### config.mk
export PLATFORM = sky130hd
export DESIGN_NAME = bb_capture_fifo
export DESIGN_NICKNAME = d
export VERILOG_FILES = /design/src/rtl/bb_capture_fifo.sv
export SDC_FILE = /design/constraint.sdc
export NUM_CORES = 1
export LEC_CHECK = 0
export ABC_AREA = 1
export CAP_MARGIN = 10
export CORE_ASPECT_RATIO = 0.6
export CORE_UTILIZATION = 45
export DETAILED_ROUTE_END_ITERATION = 12
export GPL_TIMING_DRIVEN = 0
export PLACE_DENSITY_LB_ADDON = 0.08
export SYNTH_ARGS = -nofsm -noshare
export SYNTH_HDL_FRONTEND = slang
export SYNTH_SLANG_ARGS = --single-unit
### constraint.sdc
create_clock -name clk -period 2 [get_ports clk]
set_input_delay 0.4 -clock clk [delete_from_list [all_inputs] [get_ports clk]]
set_output_delay 0.4 -clock clk [all_outputs]
set_load 0.03 [all_outputs]
### src/rtl/bb_capture_fifo.sv
// Capture FIFO: buffers {x,y} samples between start and stop, drains them afterwards, counts x/y hits.
// Latency: a push appears on out_valid/out_data one cycle later; no fall-through.
// Backpressure: in_ready only in CAPTURE while not full; out_ready stalls the head in any state.

// Generic circular FIFO with an occupancy counter one bit wider than the pointers.
// Latency: 1 cycle write-to-read; head is read straight from storage.
// Backpressure: wr_rdy drops when full (pops never free a slot in the same cycle); rd_vld when empty.
module bb_fifo #(
    parameter int WIDTH = 2,
    parameter int DEPTH = 8
) (
    input  logic             clk,
    input  logic             rst_n,
    input  logic             wr_vld,
    input  logic [WIDTH-1:0] wr_dat,
    output logic             wr_rdy,
    output logic             rd_vld,
    output logic [WIDTH-1:0] rd_dat,
    input  logic             rd_rdy
);
    localparam int AW = $clog2(DEPTH);
    localparam logic [AW:0] FULL_CNT = DEPTH[AW:0];

    logic [WIDTH-1:0] mem [DEPTH];
    logic [AW-1:0]    wr_ptr;
    logic [AW-1:0]    rd_ptr;
    logic [AW:0]      count;
    logic             push;
    logic             pop;

    assign wr_rdy = (count != FULL_CNT);
    assign rd_vld = (count != '0);
    assign rd_dat = mem[rd_ptr];
    assign push   = wr_vld && wr_rdy;
    assign pop    = rd_vld && rd_rdy;

    // Storage is cleared on reset so the head reads as zero until the first push.
    always_ff @(posedge clk or negedge rst_n) begin
        if (!rst_n) begin
            mem    <= '{default: '0};
            wr_ptr <= '0;
            rd_ptr <= '0;
            count  <= '0;
        end else begin
            if (push) begin
                mem[wr_ptr] <= wr_dat;
                wr_ptr      <= wr_ptr + 1'b1;
            end
            if (pop) begin
                rd_ptr <= rd_ptr + 1'b1;
            end
            case ({push, pop})
                2'b10:   count <= count + 1'b1;
                2'b01:   count <= count - 1'b1;
                default: count <= count;
            endcase
        end
    end
endmodule

module bb_capture_fifo #(
    parameter int DEPTH = 8,
    parameter int CNT_W = 8
) (
    input  logic             clk,
    input  logic             rst_n,
    input  logic             start,
    input  logic             stop,
    input  logic             clr,
    input  logic             in_valid,
    input  logic             x,
    input  logic             y,
    output logic             in_ready,
    output logic             out_valid,
    output logic [1:0]       out_data,
    input  logic             out_ready,
    output logic [CNT_W-1:0] x_cnt,
    output logic [CNT_W-1:0] y_cnt,
    output logic             overflow,
    output logic             busy
);
    typedef enum logic [1:0] {
        IDLE    = 2'd0,
        CAPTURE = 2'd1,
        DRAIN   = 2'd2
    } state_t;

    localparam logic [CNT_W-1:0] CNT_MAX = {CNT_W{1'b1}};

    state_t state;
    logic   fifo_wr_rdy;
    logic   capturing;
    logic   push;

    assign capturing = (state == CAPTURE);
    assign in_ready  = capturing && fifo_wr_rdy;
    assign push      = in_valid && in_ready;

    bb_fifo #(
        .WIDTH (2),
        .DEPTH (DEPTH)
    ) u_fifo (
        .clk    (clk),
        .rst_n  (rst_n),
        .wr_vld (in_valid && capturing),
        .wr_dat ({x, y}),
        .wr_rdy (fifo_wr_rdy),
        .rd_vld (out_valid),
        .rd_dat (out_data),
        .rd_rdy (out_ready)
    );

    // DRAIN leaves on the registered empty flag, i.e. the cycle after the last pop.
    always_ff @(posedge clk or negedge rst_n) begin
        if (!rst_n) begin
            state <= IDLE;
            busy  <= 1'b0;
        end else begin
            case (state)
                IDLE: begin
                    if (start) begin
                        state <= CAPTURE;
                        busy  <= 1'b1;
                    end
                end
                CAPTURE: begin
                    if (stop) begin
                        state <= DRAIN;
                    end
                end
                DRAIN: begin
                    if (!out_valid) begin
                        state <= IDLE;
                        busy  <= 1'b0;
                    end
                end
                default: begin
                    state <= IDLE;
                    busy  <= 1'b0;
                end
            endcase
        end
    end

    // clr wins over any same-cycle increment or overflow set.
    always_ff @(posedge clk or negedge rst_n) begin
        if (!rst_n) begin
            x_cnt    <= '0;
            y_cnt    <= '0;
            overflow <= 1'b0;
        end else if (clr) begin
            x_cnt    <= '0;
            y_cnt    <= '0;
            overflow <= 1'b0;
        end else begin
            if (push && x && (x_cnt != CNT_MAX)) begin
                x_cnt <= x_cnt + 1'b1;
            end
            if (push && y && (y_cnt != CNT_MAX)) begin
                y_cnt <= y_cnt + 1'b1;
            end
            if (in_valid && capturing && !fifo_wr_rdy) begin
                overflow <= 1'b1;
            end
        end
    end
endmodule

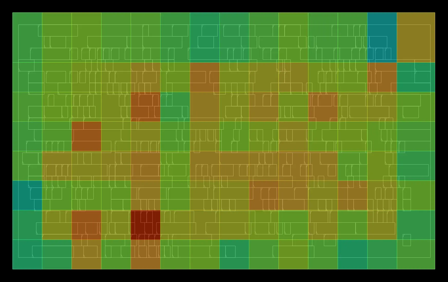
Fig. 1. Congestion heat map (run 1).
met3 usage: 4.21%
met1 usage: 29.8%
GRT Total Usage: 20.2%

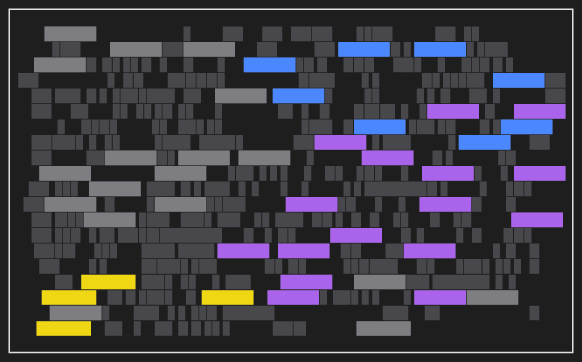
Fig. 2. Register map, names as in the netlist (run 1).
Other sequential cells in the stronger grey, the rest of the logic in the fainter grey.
legend:
  blue:
    netlist_name: y_cnt
    flops: 8
  purple:
    netlist_name: u_fifo.mem
    flops: 16
  yellow:
    netlist_name: u_fifo.count
    flops: 4
    where: bottom left
not coloured: 18
Seq power: 1450 uW
post-layout util: 60.3%
area occupied by registers: 0.00116 mm2

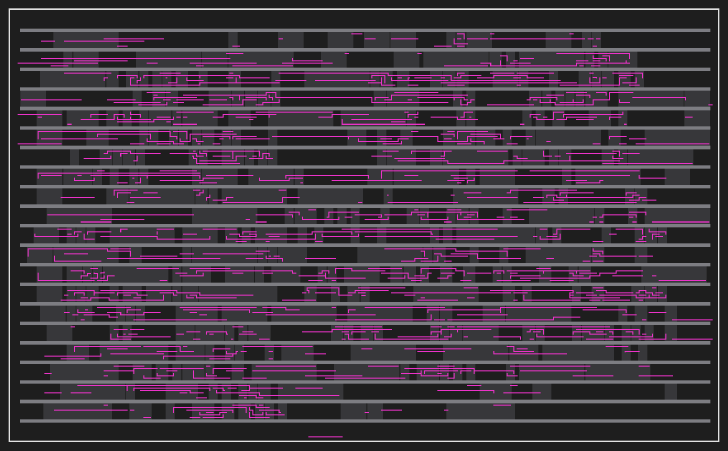
Fig. 3. Met1 routing (run 1).
Supply wires on this layer in grey. Cells faint in the background.
longest straight run: 26.2 um
share of all routed wire: 54%
WL final: 5330 um
Vias: 2140

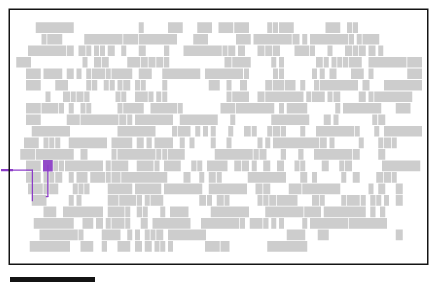
Fig. 4. Port wiring (run 1).
Scale bar: 20 um.
legend:
  purple:
    port: stop
    bits: 1
    direction: input
    end_cells: 1
    buffers: 1
    wire: 20.1 um
# IOs: 31
# port buffers: 30

run 1: path summary, 6_finish.rpt:
check	from	end
max	x_cnt[4]	x_cnt[4]
min	rst_n	u_fifo.mem[4]
max reg2reg	u_fifo.count[3]	u_fifo.count[2]
min reg2reg	busy	busy
max in group asynchronous	rst_n	u_fifo.count[1]
min in group clk	busy	busy
run 1: sequential cells by signal (all words and copies together) (netlist names):
name           cells
y_cnt              8
u_fifo.mem        16
u_fifo.rd_ptr      3
x_cnt              8
state              2
busy               1
u_fifo.wr_ptr      3
overflow           1
u_fifo.count       4
run 1: layer usage:
metal  vias to the layer above  GRT usage [%]  part of all wire (%)
met4                         0           6.61                  0.86
met5                         -              0                     0
met2                        40           29.8                    41
met1                       982           29.8                    54
li1                       1113              -                     -
met3                         5           4.21                   4.1
run 1: through the flow:
step	hold slack (ns)	setup slack, ns
floorplan	0.104	0.0617
global placement	0.462	-0.836
detailed placement	0.463	-0.365
CTS	0.128	-0.0399
global route	0.156	-0.00156
finish	0.110	0.106
run 1: what timing repair did:
| item | CTS | global route |
|---|---|---|
| hold buffers | 0 | 0 |
| buffers inserted | 2 | 2 |
| endpoints found under the hold margin | 0 | 0 |
| endpoints found under the setup margin | 5 | 6 |
| pin swaps | 1 | 1 |
| cloned | 0 | 0 |
| resized | 22 | 14 |
run 1: cell families after synthesis:
group / after synthesis
AND-OR/OR-AND: 37
XOR/XNOR: 15
adder cells (fa/ha/maj): 7
buffers and inverters: 39
flip-flops: 46
AND/OR/NAND/NOR: 179
run 1: cell usage after synthesis, drive strengths merged:
library cell	instances	area, um2
o211ai	1	7.51
xnor2	4	35.0
o21bai	1	7.51
dfrtp	46	1150
or2	1	6.26
nand3	39	218
o21ai	32	160
clkbuf	1	3.75
clkinv	1	3.75
nand2	97	369
a21oi	3	26.3
and3	1	6.26
buf	4	27.5
inv	33	124
nor2	41	189
ha	7	87.6
xor2	11	96.3
run 1: layout make-up:
type	count	area share, %
plain buffers	4	1.07
clock buffers	6	2.62
clock inverters	2	1.91
inverters	34	4.21
multi-input cells	238	40.1
flip-flops and latches	46	36.7
well taps	66	2.62
repair buffers	35	10.8
run 1: where the power goes:
group | switching [uW] | internal (uW)
Sequential | 232 | 1220
Combinational | 990 | 628
Clock | 323 | 533
==> impl_metrics.ini, run 1 <==
; implementation run metrics
[synth]
synth_cell_types = 28
yosys-mux-area-fraction_pct = 0
syn_area_per_cell_um2 = 7.80
ys_cells = 323
syn_inst = 323
fp_nets = 339
simple_gate_share_pct = 31.3
ys.flops = 46
postSynthSeqShare_pct = 45.7
ys_sh_adder_pct = 3.48
xor_share_pct = 5.22

[cells_and_area]
layout.nets = 380
drive_above_1_share_pct = 13.2
layout_top_cell = nand2_1
fin_cells = 431
layout_top_cells = 95 x nand2_1, 42 x dfrtp_1, 35 x nand3_1
diodes = 0
fill_cells = 503
logic_area_mm2 = 0.00126
design_area_mm2 = 0.00315

[clock_network]
cts_htree_levels = 2
cts_buffer_depth = 2
cts_tree = yes
clk_latency_ns = 0.30
cts-root-buf = clkbuf_8

[final_timing]
fin_skew_ns = 0.00538
rsz0062_at_grt = true
hold_violations = 0
fmax_ghz = 0.528
final.period_utilization_pct = 94.7
finalSetupViolCount = 0
maxSlewHeadroom_pct = 57.8
finalMaxSlewViolations = 0

[global_routing]
overflow = 0
grt_pass1_vias = 1939
grt_first_pass_wirelength_um = 9160
grt_antenna_before_repair = 0

[worst_setup_path]
crit_type = reg -> out
crit_family = buffers and inverters
crit_chain = clkdlybuf4s50_1
end_kind = output port
cp_num_cells = 1
crit_slowest_cell = clkdlybuf4s50_1
slowest_delay_ns = 0.72
crit_arrival_ns = 1.49
path_buffers = 1
start_kind = flop
reg2regPathDepth = 12

[placed_design]
routabilityCongestion = 0.779
dp_hpwl_um = 3900
post_dp_cell_area_mm2 = 0.00294

[die]
row_count = 20
dieWidth_um = 98.6
die_height_um = 60.0
die_area_mm2 = 0.00591

[drt]
avgViaCountPerCell = 4.97
firstDrtPassIters = 5
routedWlPerCell_um = 12.4
drtAntennaViolNets = 0
route.detailed.drc = 0

[power_and_ir_drop]
p_total_uw = 3930
power_density_mw_per_mm2 = 1250
power.leakage_uw = 0.00156

[worst_hold_path]
holdCritPathClass = in -> async

[outcome]
outcome = complete, no violations

[flow_run]
cap_violations = 0
warnings = 29
Fig. 5: run 1, signal wires on met2
Cells faint in the background.
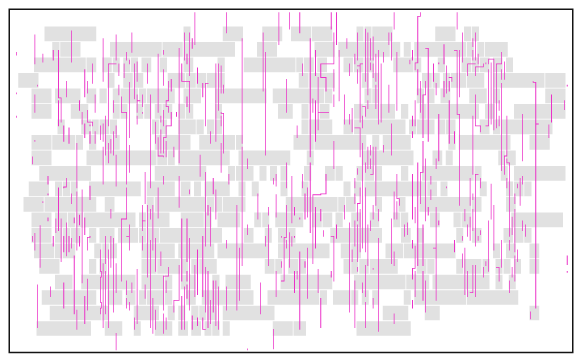

--- run 2 (diff from run 1) ---
--- a/config.mk
+++ b/config.mk
@@ -10,7 +10,7 @@
 export CORE_ASPECT_RATIO = 0.6
 export CORE_UTILIZATION = 45
 export DETAILED_ROUTE_END_ITERATION = 12
-export GPL_TIMING_DRIVEN = 0
+export HOLD_SLACK_MARGIN = 0.05
 export PLACE_DENSITY_LB_ADDON = 0.08
 export SYNTH_ARGS = -nofsm -noshare
 export SYNTH_HDL_FRONTEND = slang
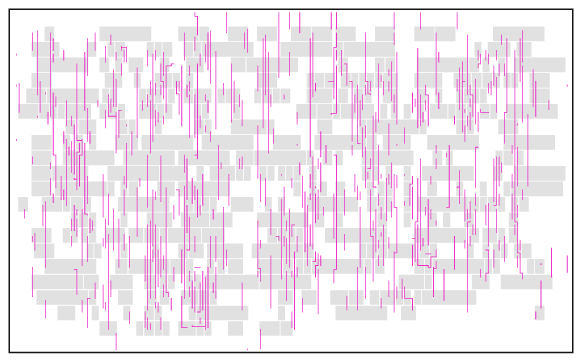
Fig. 6. Signal wires on met2 (run 2).
Cells faint in the background.
nets with wire on the layer: 293
main direction: vertical
WL final: 5450 um
Vias: 2164
met2 Usage GRT: 27.6%

==> run 2 against run 1 <==
- count of clock-buffer cells in the layout is 1 higher
- total power shrank 6.3%
- register-to-register slack is essentially flat
- cell count increased by 3.0%
- die size unchanged
- utilization decreased by 0.26 points
- critical endpoint unchanged
==> impl_metrics.ini, run 2 <==
; implementation run metrics
[clock_network]
cts-root-buf = clkbuf_8
cts_buffer_depth = 2
cts_buffers = 5
clk_latency_ns = 0.30
clk_pin_slew_ns = 0.09
cts_tree = yes
ctsHoldBuffers = 0
cts_htree_levels = 2
clock_sinks = 46

[final_timing]
final.period_utilization_pct = 95.1
tns_ns = 0
finalSetupViolCount = 0
period_needed_ns = 1.90
hold_violations = 0
timing.final.ws_setup_ns = 0.0986
maxSlewHeadroom_pct = 64.6
worstMarginPinSlew_ns = 0.531
fin_skew_ns = 0.00708
finalMaxSlewViolations = 0
holdWs_ns = 0.0713
fmax_ghz = 0.526

[drt]
route.detailed.drc = 0
routedWlPerCell_um = 12.3
firstDrtPassIters = 4
drtAntennaViolNets = 0
drt_iter0_drc = 86
avgViaCountPerCell = 4.87

[power_and_ir_drop]
combPwrFrac_pct = 44.8
p_int_uw = 2170
p_clk_share_pct = 16.0
swShare_pct = 40.9
power.leakage_uw = 0.00159
switchingPower_uw = 1510
p_seq_share_pct = 39.2
vdd_drop_max_uv = 753
power_density_mw_per_mm2 = 1170
p_total_uw = 3680

[die]
die_height_um = 60.0
core_area_mm2 = 0.00523
fp_util_pct = 48.2
die_area_mm2 = 0.00591
row_count = 20
io_pins = 31
dieWidth_um = 98.6

[synth]
ys.warnings.count = 0
postSynthSeqShare_pct = 45.7
ys_top_cells_by_area = dfrtp_1 46%, nand2_1 14%, nand3_1 7.2%, o21ai_0 6.2%, nor2_1 5.2%
syn_area_per_cell_um2 = 7.80
ys_cells = 323
fp_nets = 339
ys_top_cells_by_count = 95 x nand2_1, 46 x dfrtp_1, 36 x nand3_1, 35 x nor2_1, 31 x o21ai_0
synth_cell_types = 28
ys_area_mm2 = 0.00252
syn_inst = 323
edf_count = 0
top_cell_area_share_pct = 45.7
top_area_cell = dfrtp_1
ys.flops = 46
synth_top_cell_by_count = nand2_1
synth_top_flop_cell = dfrtp_1
syn_area_mm2 = 0.00252
async_reset_ff_share_pct = 100

[global_routing]
grt_use_met1_pct = 31.4
grt_util_met3_pct = 4.56
overflow = 0
grt_first_pass_wirelength_um = 9000
grt_pass1_vias = 1881
grt_busiest_layer = met1
grt_start_max_net_pins = 22
track_usage_pct = 20.0
grt_antenna_before_repair = 0

[placed_design]
port_buffers = 30
routabilityCongestion = 0.820
dp.cells = 433
pre_cts_slack_ns = -0.192
dp_hpwl_um = 4010

[cells_and_area]
top_register = u_fifo.mem
layout_top_cells = 95 x nand2_1, 44 x dfrtp_1, 35 x nand3_1
area_growth_pct = 24.6
largestRegisters = u_fifo.mem (16), x_cnt (8), y_cnt (8)
layout_top_cell = nand2_1
diodes = 0
drive_above_1_share_pct = 14.8
layout.nets = 393
fin_cells = 444
largest_reg_flops = 16

[worst_setup_path]
path_max_fanout = 6
crit_family = buffers and inverters
start_kind = flop
crit_arrival_ns = 1.50
worstReg2RegStart = u_fifo.count[0]
end_kind = output port
reg2reg_to = u_fifo.count[2]
crit_slowest_cell = clkdlybuf4s50_1
ff2ff_setup_slack_ns = 0.12
crit_chain = clkdlybuf4s50_1
crit_type = reg -> out
reg2regPathDepth = 11
path_buffers = 1
required_ns = 1.60
slowest_delay_ns = 0.72

[flow_run]
cap_violations = 0
warnings = 28

[worst_hold_path]
holdCritPathClass = in -> async

[outcome]
outcome = complete, no violations
==> run 2: cell counts after synthesis <==
No cell type changed its count.
==> run 2: cells by family after synthesis <==
family / Yosys count / share of synthesized area (%)
compound gates: 37 / 8.00
xor+xnor: 15 / 5.22
fa+ha+maj: 7 / 3.48
buf+inv: 39 / 6.31
flops: 46 / 45.7
simple gates: 179 / 31.3
==> run 2: power groups by stage <==
stage | Combinational, uW | Sequential, uW | Clock [uW]
2_1_floorplan | 1080 | 1430 | 0
3_3_place_gp | 1600 | 1450 | 0
3_5_place_dp | 1640 | 1450 | 0
4_1_cts | 1620 | 1440 | 608
5_1_grt | 1870 | 1480 | 648
6_report | 1650 | 1440 | 590
==> run 2: repair_timing <==
action                                  4_1_cts  5_1_grt
gates cloned                                  0        0
endpoints found under the setup margin        4        4
buffers inserted                              0        3
resized                                      11       10
pin swaps                                     0        2
==> run 2: layout make-up <==
class / instances / area (um2)
Multi-Input combinational cell: 238 / 1240
Clock inverter: 1 / 5.00
Timing Repair Buffer: 52 / 444
Tap cell: 66 / 82.6
Fill cell: 486 / 2090
Clock buffer: 7 / 86.3
Inverter: 34 / 129
Sequential cell: 46 / 1150
==> run 2: worst max path at each step <==
stage / startpoint / endpoint / slack [ns] / cells past startpoint
finish: x_cnt[4] / x_cnt[4] / 0.1 / 1
global route: u_fifo.count[0] / u_fifo.count[2] / -0.006 / 11
CTS: u_fifo.rd_ptr[0] / out_data[1] / -0.01 / 8
detailed placement: in_valid / u_fifo.count[2] / -0.19 / 12
global placement: in_valid / u_fifo.count[2] / -0.12 / 11
floorplan: u_fifo.count[1] / u_fifo.count[2] / 0.06 / 11
==> run 2: metal layers <==
layer	vias up	routed length (um)
met1	987	3010
met4	0	16
met2	43	2150
li1	1132	-
met3	2	270
met5	-	0
==> run 2: stage by stage <==
stage | util [%] | cell area, um2
5_1_grt | 60.0 | 3140
6_report | 60.0 | 3140
2_1_floorplan | - | 2540
4_1_cts | 59.7 | 3120
3_5_place_dp | 57.8 | 3030
3_3_place_gp | 57.8 | 3030
Fig. 7: run 2, register map, names as in the netlist
Other sequential cells in the stronger grey, the rest of the logic in the fainter grey.
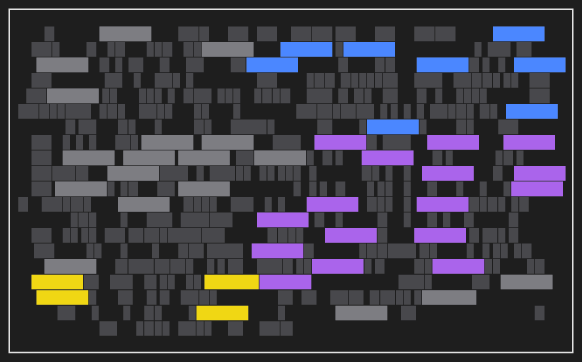

--- run 3 (diff from run 2) ---
--- a/config.mk
+++ b/config.mk
@@ -8,10 +8,11 @@
 export ABC_AREA = 1
 export CAP_MARGIN = 10
 export CORE_ASPECT_RATIO = 0.6
-export CORE_UTILIZATION = 45
+export CORE_UTILIZATION = 50
 export DETAILED_ROUTE_END_ITERATION = 12
 export HOLD_SLACK_MARGIN = 0.05
 export PLACE_DENSITY_LB_ADDON = 0.08
+export SETUP_SLACK_MARGIN = 0.2
 export SYNTH_ARGS = -nofsm -noshare
 export SYNTH_HDL_FRONTEND = slang
 export SYNTH_SLANG_ARGS = --single-unit
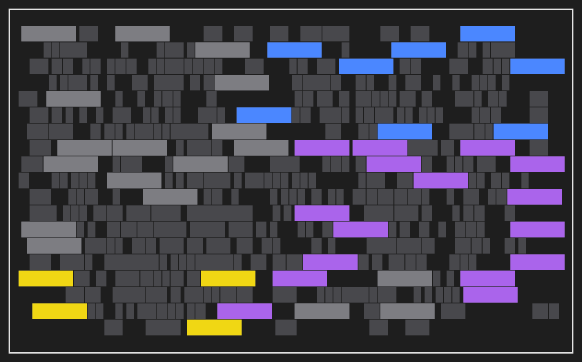
Fig. 8. Register map, names as in the netlist (run 3).
Other sequential cells in the stronger grey, the rest of the logic in the fainter grey.
legend:
  yellow:
    netlist_name: u_fifo.count
    flops: 4
    where: bottom left
  purple:
    netlist_name: u_fifo.mem
    flops: 16
  blue:
    netlist_name: y_cnt
    flops: 8
not coloured: 18
sequential share of cell area: 35.0%
post-layout util: 69.8%
area occupied by registers: 0.00115 mm2

==> run 3 against run 2 <==
- clock power increased by about 20%
- die size down 9.7%
- sequential share of layout area fell by 1.7 points
- via count rose by 1.2%
- critical path depth is 7 higher
- utilization rose by 9.8 points
- cell area increased by 4.7%
- critical path type unchanged
==> impl_metrics.ini, run 3 <==
; implementation run metrics
[outcome]
outcome = complete, no violations

[synth]
ys.warnings.count = 0
syn_area_mm2 = 0.00252
ys_top_cells_by_area = dfrtp_1 46%, nand2_1 14%, nand3_1 7.2%, o21ai_0 6.2%, nor2_1 5.2%
top_cell_area_share_pct = 45.7
fp_nets = 339
async_reset_ff_share_pct = 100
postSynthSeqShare_pct = 45.7
syn_area_per_cell_um2 = 7.80
ys_cells = 323
synth_cell_types = 28
synth_top_flop_cell = dfrtp_1
syn_inst = 323
ys_area_mm2 = 0.00252
edf_count = 0
ys.flops = 46
synth_top_cell_by_count = nand2_1
ys_top_cells_by_count = 95 x nand2_1, 46 x dfrtp_1, 36 x nand3_1, 35 x nor2_1, 31 x o21ai_0
top_area_cell = dfrtp_1

[final_timing]
rsz0062_at_grt = true
period_needed_ns = 1.86
holdWs_ns = 0.191
final.period_utilization_pct = 93.2
finalSetupViolCount = 0
finalMaxSlewViolations = 0
fin_skew_ns = 0.00775
worstMarginPinSlew_ns = 0.595
maxSlewHeadroom_pct = 60.4
hold_violations = 0
fmax_ghz = 0.537

[drt]
wl_met2_um = 2350
topRoutingLayerUsed = met4
routedWlPerCell_um = 12.5
drtAntennaViolNets = 0
route.detailed.drc = 0
wl_met1_um = 2970
firstDrtPassIters = 4
wl_um = 5570
vias = 2189
wl_met3_um = 208
drt_iter0_drc = 64
avgViaCountPerCell = 4.91

[worst_setup_path]
end_kind = output port
crit_type = reg -> out
path_max_fanout = 6
crit_arrival_ns = 1.46
required_ns = 1.60
start_kind = flop

[die]
core_area_mm2 = 0.00471
die_area_mm2 = 0.00533
fp_util_pct = 53.5
dieWidth_um = 93.6
die_height_um = 57.0
row_count = 19
io_pins = 31

[clock_network]
cts_buffers = 5
clk_latency_ns = 0.30
clock_sinks = 46
cts_htree_levels = 2
cts_buffer_depth = 2
clk_pin_slew_ns = 0.08
cts_tree = yes
cts-root-buf = clkbuf_8
ctsHoldBuffers = 0

[cells_and_area]
diodes = 0
top_register = u_fifo.mem
largestRegisters = u_fifo.mem (16), x_cnt (8), y_cnt (8)
layout.nets = 399
drive_above_1_share_pct = 20.4
layout_top_cells = 92 x nand2_1, 46 x dfrtp_1, 34 x nand3_1
area_growth_pct = 30.5
largest_reg_flops = 16
layout_top_cell = nand2_1
fill_cells = 379

[flow_run]
cap_violations = 0
warnings = 30

[global_routing]
grt_pass1_vias = 2055
grt_first_pass_wirelength_um = 9340
track_usage_pct = 22.7
grt_start_max_net_pins = 47
grt_antenna_before_repair = 0
overflow = 0

[power_and_ir_drop]
vdd_drop_max_uv = 937
power_density_mw_per_mm2 = 1270
power.leakage_uw = 0.00174

[placed_design]
dp_hpwl_um = 3950
routabilityCongestion = 0.833
port_buffers = 30

[worst_hold_path]
holdCritPathClass = in -> async
## run 3: netlist changes by cell type in the layout (fill, tap and decap cells not counted), sizes merged
| cell | change |
|---|---|
| clkdlybuf4s50 | -17 |
| bufinv | +1 |
| inv | +1 |
| buf | +7 |
| dlymetal6s2s | +2 |
| dlygate4sd2 | +15 |
| clkinv | -2 |
| clkbuf | -2 |
## run 3: path summary, 6_finish.rpt
check                            startpoint               to  slack (ns)  cells after the start
setup / recovery           u_fifo.rd_ptr[0]      out_data[0]        0.14                      8
min in group clk              u_fifo.mem[3]    u_fifo.mem[3]        0.49                      2
max in group asynchronous             rst_n             busy        1.41                      2
setup reg to reg            u_fifo.count[0]  u_fifo.count[2]        0.21                     12
hold reg to reg               u_fifo.mem[3]    u_fifo.mem[3]        0.49                      2
hold / removal                        rst_n    u_fifo.mem[0]        0.19                      2
## run 3: final cells by class
class / count / area, um2 / share of cell area, %
clock buffer: 6 / 82.6 / 2.51
sequential: 46 / 1150 / 35.0
clock inverter: 1 / 30.0 / 0.914
tap: 63 / 78.8 / 2.40
timing repair buffer: 58 / 503 / 15.3
inverter: 34 / 133 / 4.04
multi-input combinational: 238 / 1310 / 39.8
## run 3: what timing repair did
item | 4_1_cts | 5_1_grt
pin swaps | 4 | 19
setup endpoints to repair | 22 | 8
resized | 40 | 27
setup buffers | 7 | 1
## run 3: layer usage
layer | global-route usage [%] | vias to the layer above
met3 | 5.07 | 5
li1 | - | 1148
met4 | 4.62 | 0
met5 | 0 | -
met2 | 32.6 | 38
met1 | 35.1 | 998
## run 3: power breakdown
group	leakage (uW)	total (uW)	internal, uW	switching, uW
Sequential	0.000604	1470	1210	253
Clock	0.0000573	706	400	306
Combinational	0.00108	2000	901	1100
## run 3: cells by family (layout without fill, tap and decap cells)
logic type,after synthesis,in the layout,share of synthesized area (%)
buffers and inverters,39,99,6.31
XOR/XNOR,15,15,5.22
AND-OR/OR-AND,37,37,8.00
flip-flops,46,46,45.7
AND/OR/NAND/NOR,179,179,31.3
adder cells (fa/ha/maj),7,7,3.48
## run 3: per-stage QoR
stage / TNS, ns / setup WS (ns) / cells / instance area (um2) / total power [uW]
floorplan: 0 / 0.156 / 323 / 2560 / 2550
global placement: -0.0681 / -0.0439 / 431 / 3050 / 3100
detailed placement: -0.219 / -0.100 / 431 / 3050 / 3140
CTS: 0 / 0.119 / 445 / 3220 / 4000
global route: 0 / 0.0263 / 446 / 3290 / 4510
finish: 0 / 0.137 / 446 / 3290 / 4170
## run 3: critical path, stage by stage (launching register included)
cell     delay, ns
dfrtp_1       0.43
buf_6         0.16
nor2_2        0.03
nor2_1        0.10
o21ai_1       0.08
o21ai_1       0.09
nand2_1       0.07
nand2_1       0.07
buf_6         0.13
Power and IR drop assume default switching activity.
